### Signal wires on met1

Bar = 20 µm. Supply wires on this layer in gray.
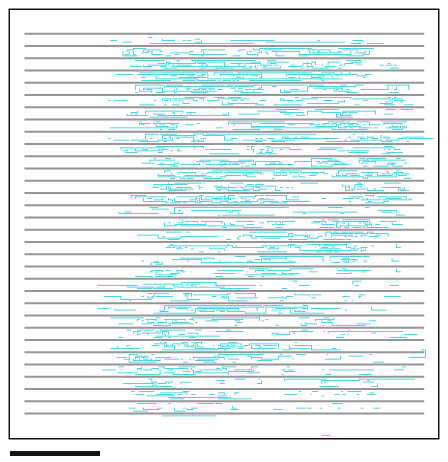
### Signal wires on met2

Cells faint in the background.
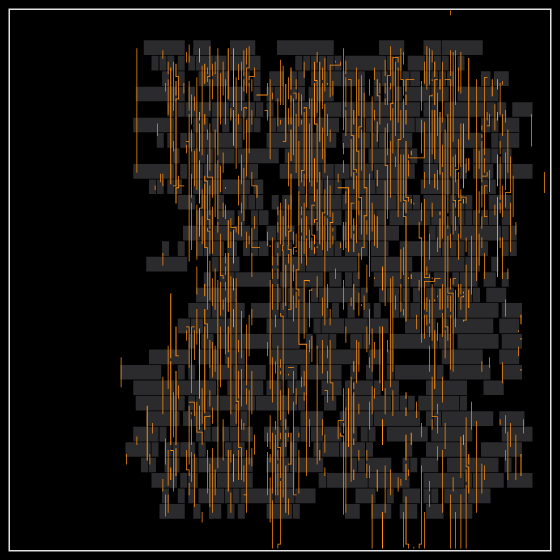
### Routing congestion map

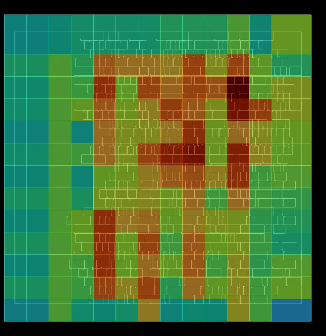
### Met3 routing

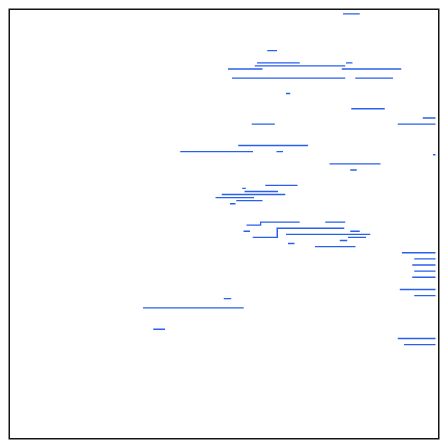
### The metal 4 layer

Supply wires on this layer in gray.
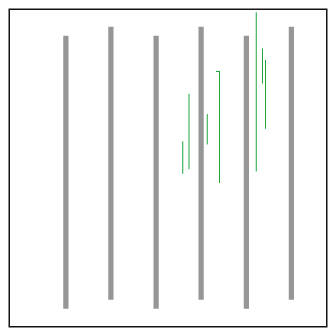
## src/rtl/chimera_pkg.sv

```systemverilog
// Shared types and default constants for the Chimera cluster power controller.
package chimera_pkg;

  // Power sequencing states of one cluster domain.
  typedef enum logic [3:0] {
    OFF       = 4'd0,
    CLK_ON    = 4'd1,
    RST_REL   = 4'd2,
    ISO_REL   = 4'd3,
    ON        = 4'd4,
    DRAIN     = 4'd5,
    ISO_SET   = 4'd6,
    RST_SET   = 4'd7,
    CLK_OFF   = 4'd8,
    BYP_DRAIN = 4'd9
  } cluster_pwr_state_e;

  localparam int unsigned DefNumPorts        = 32'd3;
  localparam int unsigned DefCntWidth        = 32'd8;
  localparam int unsigned DefClkSettleCycles = 32'd4;
  localparam int unsigned DefRstHoldCycles   = 32'd8;
  localparam int unsigned DefDrainTimeout    = 32'd1024;

  // Wait timer width; settle, hold and drain-timeout values must fit below 2**16.
  localparam int unsigned TmrWidth = 32'd16;

endpackage

```

## src/rtl/chimera_txn_counter.sv

```systemverilog
// Outstanding AXI transaction counter: +1 per AW/AR handshake, -1 per B and
// per R-last handshake, saturating at both ends with a sticky error flag.
module chimera_txn_counter import chimera_pkg::*; #(
  parameter int unsigned NumPorts = DefNumPorts,
  parameter int unsigned CntWidth = DefCntWidth
) (
  input  logic                clk_i,
  input  logic                rst_i,
  input  logic [NumPorts-1:0] aw_hs_i,
  input  logic [NumPorts-1:0] ar_hs_i,
  input  logic [NumPorts-1:0] b_hs_i,
  input  logic [NumPorts-1:0] r_last_hs_i,
  output logic                zero_o,  // count after this cycle's handshakes is zero
  output logic                err_o    // sticky under/overflow
);

  localparam int unsigned SumWidth = CntWidth + 32'd2;

  logic [CntWidth-1:0] cnt_q, cnt_d;
  logic                err_q, err_d;
  logic [SumWidth-1:0] sum_s;

  function automatic logic [SumWidth-1:0] popcnt(input logic [NumPorts-1:0] v);
    logic [SumWidth-1:0] c;
    c = {SumWidth{1'b0}};
    for (int i = 0; i < int'(NumPorts); i++) begin
      c = c + {{(SumWidth-1){1'b0}}, v[i]};
    end
    return c;
  endfunction

  // Two's-complement sum at CntWidth+2 bits, then clamp to [0, 2**CntWidth-1].
  always_comb begin
    sum_s = {2'b00, cnt_q} + popcnt(aw_hs_i) + popcnt(ar_hs_i)
            - popcnt(b_hs_i) - popcnt(r_last_hs_i);
    err_d = err_q;
    if (sum_s[SumWidth-1]) begin
      cnt_d = {CntWidth{1'b0}};
      err_d = 1'b1;
    end else if (|sum_s[SumWidth-2:CntWidth]) begin
      cnt_d = {CntWidth{1'b1}};
      err_d = 1'b1;
    end else begin
      cnt_d = sum_s[CntWidth-1:0];
    end
    zero_o = (cnt_d == {CntWidth{1'b0}});
  end

  // Counter and sticky error registers.
  always_ff @(posedge clk_i) begin
    if (rst_i) begin
      cnt_q <= {CntWidth{1'b0}};
      err_q <= 1'b0;
    end else begin
      cnt_q <= cnt_d;
      err_q <= err_d;
    end
  end

  assign err_o = err_q;

endmodule

```

## src/rtl/chimera_cluster_pwr_ctrl.sv

```systemverilog
// Per-cluster power sequencer: clock, reset and isolation ordering on power
// up/down, AXI drain before power-down or wide-memory bypass switching.
module chimera_cluster_pwr_ctrl import chimera_pkg::*; #(
  parameter int unsigned NumPorts        = DefNumPorts,
  parameter int unsigned CntWidth        = DefCntWidth,
  parameter int unsigned ClkSettleCycles = DefClkSettleCycles,
  parameter int unsigned RstHoldCycles   = DefRstHoldCycles,
  parameter int unsigned DrainTimeout    = DefDrainTimeout,
  parameter logic        BypassRstVal    = 1'b0
) (
  input  logic                soc_clk_i,
  input  logic                rst_i,
  input  logic                pwr_req_i,
  input  logic                bypass_req_i,
  input  logic [NumPorts-1:0] aw_hs_i,
  input  logic [NumPorts-1:0] ar_hs_i,
  input  logic [NumPorts-1:0] b_hs_i,
  input  logic [NumPorts-1:0] r_last_hs_i,
  output logic                clk_en_o,
  output logic                clu_rst_no,
  output logic                iso_o,
  output logic                block_o,
  output logic                widemem_bypass_o,
  output logic                busy_o,
  output logic                on_o,
  output logic                timeout_o,
  output logic                err_o
);

  localparam logic [TmrWidth-1:0] ClkLoad   = TmrWidth'(ClkSettleCycles - 32'd1);
  localparam logic [TmrWidth-1:0] RstLoad   = TmrWidth'(RstHoldCycles - 32'd1);
  localparam logic [TmrWidth-1:0] DrainLast =
    TmrWidth'((DrainTimeout == 32'd0) ? 32'd0 : DrainTimeout - 32'd1);
  localparam bit                  DrainEn   = (DrainTimeout != 32'd0);
  localparam logic [TmrWidth-1:0] TmrZero   = {TmrWidth{1'b0}};
  localparam logic [TmrWidth-1:0] TmrOne    = TmrWidth'(32'd1);
  localparam logic [TmrWidth-1:0] TmrMax    = {TmrWidth{1'b1}};

  cluster_pwr_state_e  state_q, state_d;
  logic [TmrWidth-1:0] timer_q, timer_d;
  logic clk_en_q, clk_en_d, clu_rst_n_q, clu_rst_n_d, iso_q, iso_d;
  logic block_q, block_d, bypass_q, bypass_d, busy_q, busy_d, on_q, on_d;
  logic timeout_q, timeout_d;
  logic cnt_zero_s, byp_exit_s, drain_tick_s;

  chimera_txn_counter #(
    .NumPorts (NumPorts),
    .CntWidth (CntWidth)
  ) u_txn_counter (
    .clk_i       (soc_clk_i),
    .rst_i       (rst_i),
    .aw_hs_i     (aw_hs_i),
    .ar_hs_i     (ar_hs_i),
    .b_hs_i      (b_hs_i),
    .r_last_hs_i (r_last_hs_i),
    .zero_o      (cnt_zero_s),
    .err_o       (err_o)
  );

  // Next state, wait timer and sticky timeout; outputs decoded from the next
  // state so every output is a flop aligned with the state it belongs to.
  always_comb begin
    state_d      = state_q;
    timer_d      = timer_q;
    bypass_d     = bypass_q;
    timeout_d    = timeout_q;
    byp_exit_s   = 1'b0;
    drain_tick_s = 1'b0;

    case (state_q)
      OFF: begin
        // No traffic can exist while off, so bypass follows the request directly.
        bypass_d = bypass_req_i;
        if (pwr_req_i) begin
          state_d = CLK_ON;
          timer_d = ClkLoad;
        end else begin
          state_d = OFF;
        end
      end
      CLK_ON: begin
        if (timer_q == TmrZero) begin
          state_d = RST_REL;
          timer_d = RstLoad;
        end else begin
          timer_d = timer_q - TmrOne;
        end
      end
      RST_REL: begin
        if (timer_q == TmrZero) begin
          state_d = ISO_REL;
        end else begin
          timer_d = timer_q - TmrOne;
        end
      end
      ISO_REL: state_d = ON;
      ON: begin
        if (!pwr_req_i) begin
          state_d = DRAIN;
          timer_d = TmrZero;
        end else if (bypass_req_i != bypass_q) begin
          state_d = BYP_DRAIN;
          timer_d = TmrZero;
        end else begin
          state_d = ON;
        end
      end
      DRAIN: begin
        if (cnt_zero_s) begin
          state_d = ISO_SET;
        end else begin
          drain_tick_s = 1'b1;
        end
      end
      BYP_DRAIN: begin
        if (cnt_zero_s) begin
          state_d    = ON;
          bypass_d   = ~bypass_q;
          byp_exit_s = 1'b1;
        end else begin
          drain_tick_s = 1'b1;
        end
      end
      ISO_SET: state_d = RST_SET;
      RST_SET: state_d = CLK_OFF;
      CLK_OFF: state_d = OFF;
      default: state_d = OFF;
    endcase

    // Drain watchdog only flags; the sequencer keeps waiting for the ports.
    if (drain_tick_s) begin
      if (DrainEn && (timer_q == DrainLast)) begin
        timeout_d = 1'b1;
      end else begin
        timeout_d = timeout_q;
      end
      if (timer_q != TmrMax) begin
        timer_d = timer_q + TmrOne;
      end else begin
        timer_d = timer_q;
      end
    end else begin
      timeout_d = timeout_d;
    end

    {clk_en_d, clu_rst_n_d, iso_d, block_d} = 4'b0011;
    case (state_d)
      OFF:              {clk_en_d, clu_rst_n_d, iso_d, block_d} = 4'b0011;
      CLK_ON:           {clk_en_d, clu_rst_n_d, iso_d, block_d} = 4'b1011;
      RST_REL:          {clk_en_d, clu_rst_n_d, iso_d, block_d} = 4'b1111;
      ISO_REL:          {clk_en_d, clu_rst_n_d, iso_d, block_d} = 4'b1101;
      // After a bypass switch, keep traffic blocked one more cycle so the new
      // mode is settled at the adapter before requests resume.
      ON:               {clk_en_d, clu_rst_n_d, iso_d, block_d} = {3'b110, byp_exit_s};
      DRAIN, BYP_DRAIN: {clk_en_d, clu_rst_n_d, iso_d, block_d} = 4'b1101;
      ISO_SET:          {clk_en_d, clu_rst_n_d, iso_d, block_d} = 4'b1111;
      RST_SET:          {clk_en_d, clu_rst_n_d, iso_d, block_d} = 4'b1011;
      CLK_OFF:          {clk_en_d, clu_rst_n_d, iso_d, block_d} = 4'b0011;
      default:          {clk_en_d, clu_rst_n_d, iso_d, block_d} = 4'b0011;
    endcase
    busy_d = (state_d != OFF) && (state_d != ON);
    on_d   = (state_d == ON);
  end

  // State, timer and registered outputs; rst_i wins over everything.
  always_ff @(posedge soc_clk_i) begin
    if (rst_i) begin
      state_q     <= OFF;
      timer_q     <= TmrZero;
      clk_en_q    <= 1'b0;
      clu_rst_n_q <= 1'b0;
      iso_q       <= 1'b1;
      block_q     <= 1'b1;
      bypass_q    <= BypassRstVal;
      busy_q      <= 1'b0;
      on_q        <= 1'b0;
      timeout_q   <= 1'b0;
    end else begin
      state_q     <= state_d;
      timer_q     <= timer_d;
      clk_en_q    <= clk_en_d;
      clu_rst_n_q <= clu_rst_n_d;
      iso_q       <= iso_d;
      block_q     <= block_d;
      bypass_q    <= bypass_d;
      busy_q      <= busy_d;
      on_q        <= on_d;
      timeout_q   <= timeout_d;
    end
  end

  assign clk_en_o         = clk_en_q;
  assign clu_rst_no       = clu_rst_n_q;
  assign iso_o            = iso_q;
  assign block_o          = block_q;
  assign widemem_bypass_o = bypass_q;
  assign busy_o           = busy_q;
  assign on_o             = on_q;
  assign timeout_o        = timeout_q;

endmodule

```

## config.mk

```make
export PLATFORM = sky130hd
export DESIGN_NAME = chimera_cluster_pwr_ctrl
export DESIGN_NICKNAME = d
export VERILOG_FILES = /design/src/rtl/chimera_pkg.sv /design/src/rtl/chimera_txn_counter.sv /design/src/rtl/chimera_cluster_pwr_ctrl.sv
export SDC_FILE = /design/constraint.sdc
export NUM_CORES = 1
export LEC_CHECK = 0
export ABC_AREA = 1
export CAP_MARGIN = 20
export CORE_MARGIN = 3
export CORE_UTILIZATION = 40
export CTS_CLUSTER_DIAMETER = 50
export DETAILED_ROUTE_END_ITERATION = 6
export GPL_TIMING_DRIVEN = 0
export PLACE_DENSITY = 0.68
export SYNTH_ARGS = -nofsm -noshare
export SYNTH_HDL_FRONTEND = slang
export SYNTH_SLANG_ARGS = --single-unit
```

## constraint.sdc

```tcl
create_clock -name soc_clk_i -period 4.7 [get_ports soc_clk_i]
set_input_delay 0.94 -clock soc_clk_i [delete_from_list [all_inputs] [get_ports soc_clk_i]]
set_output_delay 0.94 -clock soc_clk_i [all_outputs]
set_load 0.03 [all_outputs]
```

==> flow_summary.ini <==
; implementation run metrics
[outcome]
status = complete, but fails checks
violations = setup timing

[cts]
clkLatencyLatePin_ns = 0.29
cts_sinks = 37
numCtsBuffers = 5
hold_buffers = 0
clk_pin_slew_worst_paths_ns = 0.07
cts_root_buf = clkbuf_8
clk_path_buf_depth = 2

[placed_design]
place.gp.congestion = 0.802
placed_cell_area_mm2 = 0.00359
dp_hpwl_mm = 5.42

[final_layout]
syn_to_final_growth_pct = 33.6
fin_nets = 588
utilization_pct = 56.6
drive_gt1_share_pct = 23.1
final_cells = 645

[final_timing]
min_period_ns = 4.99
setup_ws_ns = -0.287
setup_tns_ns = -6.16
timing.final.crit_share_pct = 106
setup_viol = 28
worst_slew_pin_slew_ns = 0.610
max_freq_mhz = 201
finalMaxSlewViolations = 0
finClkSkew_ns = 0.00640

[power]
p_per_area_mw_per_mm2 = 620
peakVddDrop_mv = 0.296
total_power_mw = 2.63
power_leakage_nw = 2.03

[synth]
ys_ff = 37
area_leaders = dfxtp_1 23%, nand2_1 14%, inv_1 10%
postSynth.asyncResetShare_pct = 0
yosysMostFrequentCell = nand2_1
synth_nets = 533
synth.top_cells.by_count = 117 x nand2_1, 86 x inv_1, 85 x nor2_1
ys_area_mm2 = 0.00317
ys_cells = 490
ys_seq_share_pct = 23.4
yosys_warnings = 0
syn_area_per_cell_um2 = 6.47
top_area_cell = dfxtp_1
top_area_share_pct = 23.4
synth-edff-count = 0
yosys_most_used_dff = dfxtp_1
synth_cells = 490
synth_cell_types = 37

[global_routing]
grt_usage_pct = 16.8
antenna_found_initial = 0
grt_max_degree = 14
grt_pass1_vias = 2818

[flow_run]
tool_warnings = 31

[route]
firstDrtPassIters = 5
ant_nets = 0
drt_iter0_markers = 218
via_count = 3145
totalWireLength_mm = 7.88
routed_via_density = 4.88
drc = 0

[floorplanning]
core-area_mm2 = 0.00749
fp.dieW_um = 95.0
die_y_um = 95.0
io_pins = 25
die_area_mm2 = 0.00903

[setup_path]
r2r_slack_ns = 0.82
reg2reg_from = u_txn_counter.cnt_q[1]
crit_required_ns = 4.88
cp_slowest_cell = fa_1
path_buffers = 7
cp-end-kind = flop

[hold_path]
hold_class = reg -> reg
whs_endpoint = timeout_o
min_from = timeout_o
About 'Signal wires on met1':
longest straight run: 25.3 µm
main direction: horizontal
wire length on this layer: 3,500 µm
nets with wire on the layer: 548

About 'Signal wires on met2':
share of all routed wire: 49%
longest straight run: 35.4 µm
wire length on this layer: 3,880 µm

About 'Routing congestion map':
met1 usage in global routing: 21.9%
DR WL/cell: 12.2 µm
M2 GR Usage: 28.6%
met3 Usage GRT: 2.53%

About 'Met3 routing':
wire length on this layer: 352 µm
share of all routed wire: 4.5%

About 'The metal 4 layer':
longest straight run: 47.6 µm
share of all routed wire: 1.9%
nets with wire on the layer: 7

worst max-delay path by stage:
stage,to,slack [ns],cells after the start,start
CTS,timer_q[4],-0.25,26,r_last_hs_i[0]
floorplan,timer_q[10],-0.13,26,r_last_hs_i[1]
global placement,timer_q[13],-0.89,26,ar_hs_i[0]
global route,timer_q[11],-0.47,27,r_last_hs_i[0]
detailed placement,timer_q[13],-0.96,26,ar_hs_i[0]
finish,timeout_o,-0.29,26,r_last_hs_i[0]
what timing repair did:
item | 4_1_cts | 5_1_grt
buffers inserted | 11 | 9
pin swaps | 16 | 23
setup endpoints to repair | 28 | 28
resized | 46 | 57
gates cloned | 2 | 2
layer usage:
layer  wire [µm]  GRT usage, %  up-vias
met3         351          2.53       15
li1            -             -     1610
met4         153          5.05        0
met5           0             0        -
met1        3500          21.9     1447
met2        3880          28.6       73
sequential cells by signal (all words and copies together) (netlist names):
| name | flops |
|---|---|
| on_o | 1 |
| iso_o | 1 |
| widemem_bypass_o | 1 |
| state_q | 4 |
| clk_en_o | 1 |
| u_txn_counter.err_o | 1 |
| timer_q | 16 |
| timeout_o | 1 |
| clu_rst_no | 1 |
| block_o | 1 |
| u_txn_counter.cnt_q | 8 |
| busy_o | 1 |
report_power, final:
group	internal [mW]	switching, mW	total, mW
registers	0.374	0.0401	0.414
clock network	0.105	0.125	0.230
logic	0.797	1.19	1.98
layout make-up:
class	count	area (µm²)
fillers	671	3250
repair buffers	47	503
clock buffers	5	68.8
clock inverters	3	22.5
well taps	99	124
plain buffers	12	95.1
inverters	88	334
flip-flops and latches	37	741
multi-input cells	354	2350
through the flow:
| step | worst slack (ns) | hold slack [ns] |
|---|---|---|
| after floorplan | -0.132 | 0.549 |
| after global placement | -0.888 | 0.466 |
| after detailed placement | -0.957 | 0.467 |
| after CTS | -0.246 | 0.479 |
| after global routing | -0.468 | 0.504 |
| final | -0.287 | 0.486 |
placed cells by master (no fill, tap or decap), types with 4 or more instances in the layout:
cell type,synthesis,final
o22ai_1,9,5
nor2_1,85,82
buf_8,0,5
nand3_2,4,7
nand3_1,26,19
nor2_2,4,4
dlygate4sd2_1,0,4
nand2_4,4,10
inv_1,86,82
ha_1,16,13
buf_4,3,19
inv_2,2,5
a21oi_1,9,8
o21ai_0,15,14
buf_6,3,5
nand2_1,117,86
xor2_1,23,22
nor3_1,8,7
nand3_4,0,4
clkbuf_8,0,5
nand2_2,4,28
clkbuf_1,4,4
dfxtp_1,37,37
fa_1,11,9
clkdlybuf4s50_1,0,14
tightest hold or removal path: stages (launching register included):
cell and delay, ns:
dfxtp_1 0.34, inv_1 0.05, a21oi_1 0.05
logic make-up (layout without fill, tap and decap cells):
kind of cell               Yosys count  after routing  synth area share (%)
DFF                                 37             37                  23.4
adders and majority gates           27             27                  13.3
and+or+nand+nor                    257            258                  34.8
xor gates and xnor gates            26             26                  7.18
AOI/OAI and AO/OA                   43             43                  8.45
buffers and inverters              100            155                  12.9
